==> images/layers.png <==
Scale bar: 50 um. Two of the layers only.
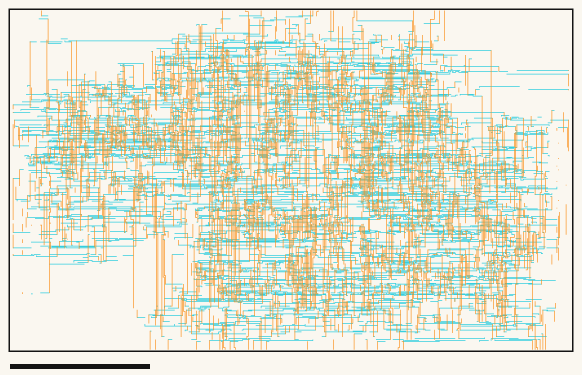
==> images/floorplan.png <==
Scale bar: 50 um. Pins as bars on the die edge.
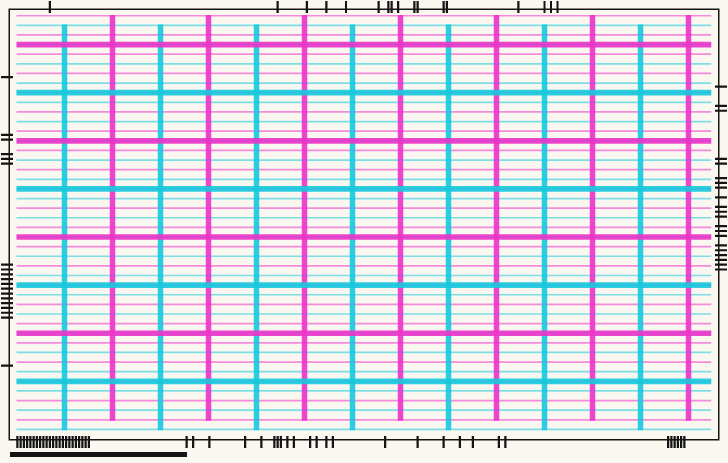
## src/rtl/ball_physics_step.sv

```systemverilog
// Ball physics integrator: consumes {ax, ay, ctrl} frames and, on each tick,
// steps one ball through accel -> velocity -> position with velocity
// saturation and damped wall bounce. Outputs hold until the next step.
module ball_physics_step #(
    parameter int POS_W      = 10,
    parameter int FRAC_BITS  = 6,
    parameter int X_MAX      = 639,
    parameter int Y_MAX      = 479,
    parameter int ACC_SHIFT  = 4,
    parameter int V_MAX      = 1024,
    parameter int DAMP_SHIFT = 2
) (
    input  logic             clk,
    input  logic             reset,
    input  logic             frame_valid,
    input  logic [47:0]      frame_data,
    input  logic             tick,
    output logic [POS_W-1:0] pos_x,
    output logic [POS_W-1:0] pos_y,
    output logic [15:0]      vel_x,
    output logic [15:0]      vel_y,
    output logic             step_done,
    output logic             busy,
    output logic             overrun
);

    // Working position width: integer + fraction + sign + one overshoot bit
    localparam int PW = POS_W + FRAC_BITS + 2;
    localparam logic signed [PW-1:0] X_LIM = PW'(X_MAX * (2 ** FRAC_BITS));
    localparam logic signed [PW-1:0] Y_LIM = PW'(Y_MAX * (2 ** FRAC_BITS));
    localparam logic signed [PW-1:0] X_CTR = PW'(((X_MAX + 1) / 2) * (2 ** FRAC_BITS));
    localparam logic signed [PW-1:0] Y_CTR = PW'(((Y_MAX + 1) / 2) * (2 ** FRAC_BITS));
    localparam logic [POS_W-1:0] X_CTR_INT = POS_W'((X_MAX + 1) / 2);
    localparam logic [POS_W-1:0] Y_CTR_INT = POS_W'((Y_MAX + 1) / 2);
    localparam logic signed [16:0] V_LIM = 17'(V_MAX);

    typedef enum logic [2:0] {
        IDLE,
        VEL,
        POS,
        WALL,
        DONE
    } state_t;

    state_t state_q, state_d;

    logic signed [15:0] axLat_q, ayLat_q;
    logic [15:0]        ctrlLat_q;
    logic signed [15:0] axSnap_q, aySnap_q;
    logic               recenterSnap_q;
    logic signed [PW-1:0] pX_q, pY_q;
    logic signed [15:0] vX_q, vY_q;
    logic [POS_W-1:0]   posX_q, posY_q;
    logic [15:0]        velXOut_q, velYOut_q;
    logic               overrun_q;

    logic signed [PW-1:0] wallPX, wallPY;
    logic signed [15:0]   wallVX, wallVY;
    logic                 unusedCtrlBits;

    // Only the recenter bit of ctrl has a meaning today
    assign unusedCtrlBits = ^ctrlLat_q[15:1];

    // Add the shifted acceleration, then clamp to +/-V_MAX (17 bits cannot overflow)
    function automatic logic signed [15:0] velStep(input logic signed [15:0] v,
                                                   input logic signed [15:0] a);
        logic signed [15:0] dv;
        logic signed [16:0] sum;
        dv  = a >>> ACC_SHIFT;
        sum = 17'(v) + 17'(dv);
        if (sum > V_LIM) begin
            return 16'(V_LIM);
        end else if (sum < -V_LIM) begin
            return 16'(-V_LIM);
        end
        return sum[15:0];
    endfunction

    // Reverse direction and shed a fraction of the speed on a wall hit
    function automatic logic signed [15:0] bounceVel(input logic signed [15:0] v);
        logic signed [15:0] kept;
        kept = v - (v >>> DAMP_SHIFT);
        return -kept;
    endfunction

    // State register
    always_ff @(posedge clk or posedge reset) begin
        if (reset) begin
            state_q <= IDLE;
        end else begin
            state_q <= state_d;
        end
    end

    // Next-state: one fixed walk through the pipeline, recenter skips the motion steps
    always_comb begin
        state_d = state_q;
        case (state_q)
            IDLE:    if (tick) state_d = VEL;
            VEL:     state_d = recenterSnap_q ? DONE : POS;
            POS:     state_d = WALL;
            WALL:    state_d = DONE;
            DONE:    state_d = IDLE;
            default: state_d = IDLE;
        endcase
    end

    // Outputs: busy/step_done decode the state, the rest come from holding registers
    always_comb begin
        busy      = (state_q != IDLE);
        step_done = (state_q == DONE);
        overrun   = overrun_q;
        pos_x     = posX_q;
        pos_y     = posY_q;
        vel_x     = velXOut_q;
        vel_y     = velYOut_q;
    end

    // Wall check on the freshly integrated position; exact wall hits do not bounce
    always_comb begin
        wallPX = pX_q;
        wallVX = vX_q;
        wallPY = pY_q;
        wallVY = vY_q;
        if (pX_q[PW-1]) begin
            wallPX = '0;
            wallVX = bounceVel(vX_q);
        end else if (pX_q > X_LIM) begin
            wallPX = X_LIM;
            wallVX = bounceVel(vX_q);
        end
        if (pY_q[PW-1]) begin
            wallPY = '0;
            wallVY = bounceVel(vY_q);
        end else if (pY_q > Y_LIM) begin
            wallPY = Y_LIM;
            wallVY = bounceVel(vY_q);
        end
    end

    // Datapath: frame latches, step snapshot, integration and output holding registers
    always_ff @(posedge clk or posedge reset) begin
        if (reset) begin
            axLat_q        <= '0;
            ayLat_q        <= '0;
            ctrlLat_q      <= '0;
            axSnap_q       <= '0;
            aySnap_q       <= '0;
            recenterSnap_q <= 1'b0;
            pX_q           <= X_CTR;
            pY_q           <= Y_CTR;
            vX_q           <= '0;
            vY_q           <= '0;
            posX_q         <= X_CTR_INT;
            posY_q         <= Y_CTR_INT;
            velXOut_q      <= '0;
            velYOut_q      <= '0;
            overrun_q      <= 1'b0;
        end else begin
            if (frame_valid) begin
                axLat_q   <= frame_data[47:32];
                ayLat_q   <= frame_data[31:16];
                ctrlLat_q <= frame_data[15:0];
            end
            if (tick && state_q != IDLE) begin
                overrun_q <= 1'b1;
            end
            case (state_q)
                IDLE: begin
                    if (tick) begin
                        axSnap_q       <= frame_valid ? frame_data[47:32] : axLat_q;
                        aySnap_q       <= frame_valid ? frame_data[31:16] : ayLat_q;
                        recenterSnap_q <= frame_valid ? frame_data[0]     : ctrlLat_q[0];
                    end
                end
                VEL: begin
                    if (recenterSnap_q) begin
                        pX_q      <= X_CTR;
                        pY_q      <= Y_CTR;
                        vX_q      <= '0;
                        vY_q      <= '0;
                        posX_q    <= X_CTR_INT;
                        posY_q    <= Y_CTR_INT;
                        velXOut_q <= '0;
                        velYOut_q <= '0;
                    end else begin
                        vX_q <= velStep(vX_q, axSnap_q);
                        vY_q <= velStep(vY_q, aySnap_q);
                    end
                end
                POS: begin
                    pX_q <= pX_q + PW'(vX_q);
                    pY_q <= pY_q + PW'(vY_q);
                end
                WALL: begin
                    pX_q      <= wallPX;
                    pY_q      <= wallPY;
                    vX_q      <= wallVX;
                    vY_q      <= wallVY;
                    posX_q    <= wallPX[POS_W+FRAC_BITS-1:FRAC_BITS];
                    posY_q    <= wallPY[POS_W+FRAC_BITS-1:FRAC_BITS];
                    velXOut_q <= wallVX;
                    velYOut_q <= wallVY;
                end
                default: begin
                end
            endcase
        end
    end

endmodule
```

## config.mk

```make
export PLATFORM = sky130hd
export DESIGN_NAME = ball_physics_step
export DESIGN_NICKNAME = d
export VERILOG_FILES = /design/src/rtl/ball_physics_step.sv
export SDC_FILE = /design/constraint.sdc
export NUM_CORES = 1
export LEC_CHECK = 0
export CORE_ASPECT_RATIO = 0.6
export CORE_MARGIN = 1.5
export CORE_UTILIZATION = 50
export CTS_CLUSTER_DIAMETER = 60
export DETAILED_ROUTE_END_ITERATION = 7
export HOLD_SLACK_MARGIN = 0.12
export PLACE_DENSITY = 0.83
export SYNTH_ARGS = -nofsm -noshare
export SYNTH_HDL_FRONTEND = slang
export SYNTH_SLANG_ARGS = --single-unit
```

## constraint.sdc

```tcl
create_clock -name clk -period 9.1 [get_ports clk]
set_input_delay 2.73 -clock clk [delete_from_list [all_inputs] [get_ports clk]]
set_output_delay 2.73 -clock clk [all_outputs]
set_load 0.1 [all_outputs]
```

==> metrics.yaml <==
detailed_routing:
  wl_met1_um: 14600
  drt_first_pass_iters: 5
  met2_length_um: 13200
  viasPerCell: 6.10
  drc_errors: 0
worst_setup_path:
  end_kind: "primary output"
  cp.arrival_ps: 2750
  critical_path_class: "flip-flop to primary output"
synthesis:
  edf_count: 0
  syn_area_um2: 11700
  ys_seq_frac: 0.375
  syn_nets: 1421
  netlist.area_leader.share: 0.348
  yosysMostFrequentCell: "dfrtp_1"
  syn_inst: 1267
  netlist_top_cells_area: "dfrtp_1 (35%), ha_1 (10%), a21oi_1 (5.3%), mux2_2 (4.9%), nand2_1 (4.1%)"
  mux_share: 0.0518
finish:
  nets: 1493
  clockBufferCount: 18
  final_cell_mix: "dfrtp_1 (162), nand2_1 (126), a21oi_1 (123)"
  diodes: 0
  sh_seq_area: 0.325
  clk_share: 0.0450
  area_growth_pct: 15.2
  fillCellCount: 1961
timing:
  finalHoldViolations: 0
  fmax_mhz: 183
  maxSlewViolCount: 0
  tns_ps: 0
clock_network:
  htreeDepth: 4
  cts_resized: 0
status:
  status: "completed"
global_route:
  grtUsageMet2: 0.395
  use_met3: 0.0540
  overflow: 0
  grt_max_degree: 105
  grtUsageMet1: 0.386
  antenna_found_initial: 0
hold_path:
  min_path_cells: 2
job:
  warnings: 51
floorplanning:
  core_area_um2: 23000
  fp-row-count: 43
## Picture notes: layers.png
legend:
  cyan:
    layer: M1
    wire_length: 14,600 um
  orange:
    layer: M2
    wire_length: 13,200 um
Avg WL per Cell: 18.7 um
wirelength, routed: 31,200 um
Overall Global Routing Usage: 0.266
via count: 10,200

## Picture notes: floorplan.png
legend:
  magenta:
    net: VDD
  cyan:
    net: VSS
met5 straps: 8
signal pins: 107

path summary, 6_finish.rpt:
path / to / startpoint / slack (ps)
max: busy / state_q[0] / 3620
min: pos_y[1] / pos_y[1] / 470
max reg2reg: vY_q[4] / state_q[0] / 5380
min reg2reg: pos_y[1] / pos_y[1] / 470
max in group asynchronous: pY_q[16] / reset / 4770
min in group asynchronous: axLat_q[8] / reset / 2860
state kept, by name, indices dropped and copies added (netlist names):
name / cells
axLat_q: 12
pos_y: 10
aySnap_q: 12
ctrlLat_q: 1
vel_y: 16
vY_q: 16
pY_q: 18
vel_x: 16
vX_q: 16
ayLat_q: 12
recenterSnap_q: 1
pos_x: 10
axSnap_q: 12
state_q: 3
overrun: 1
pX_q: 18
critical path, cell delays in order, from the launching register on:
cell,delay (ps)
dfrtp_1,770
or3_1,290
clkdlybuf4s50_1,1220
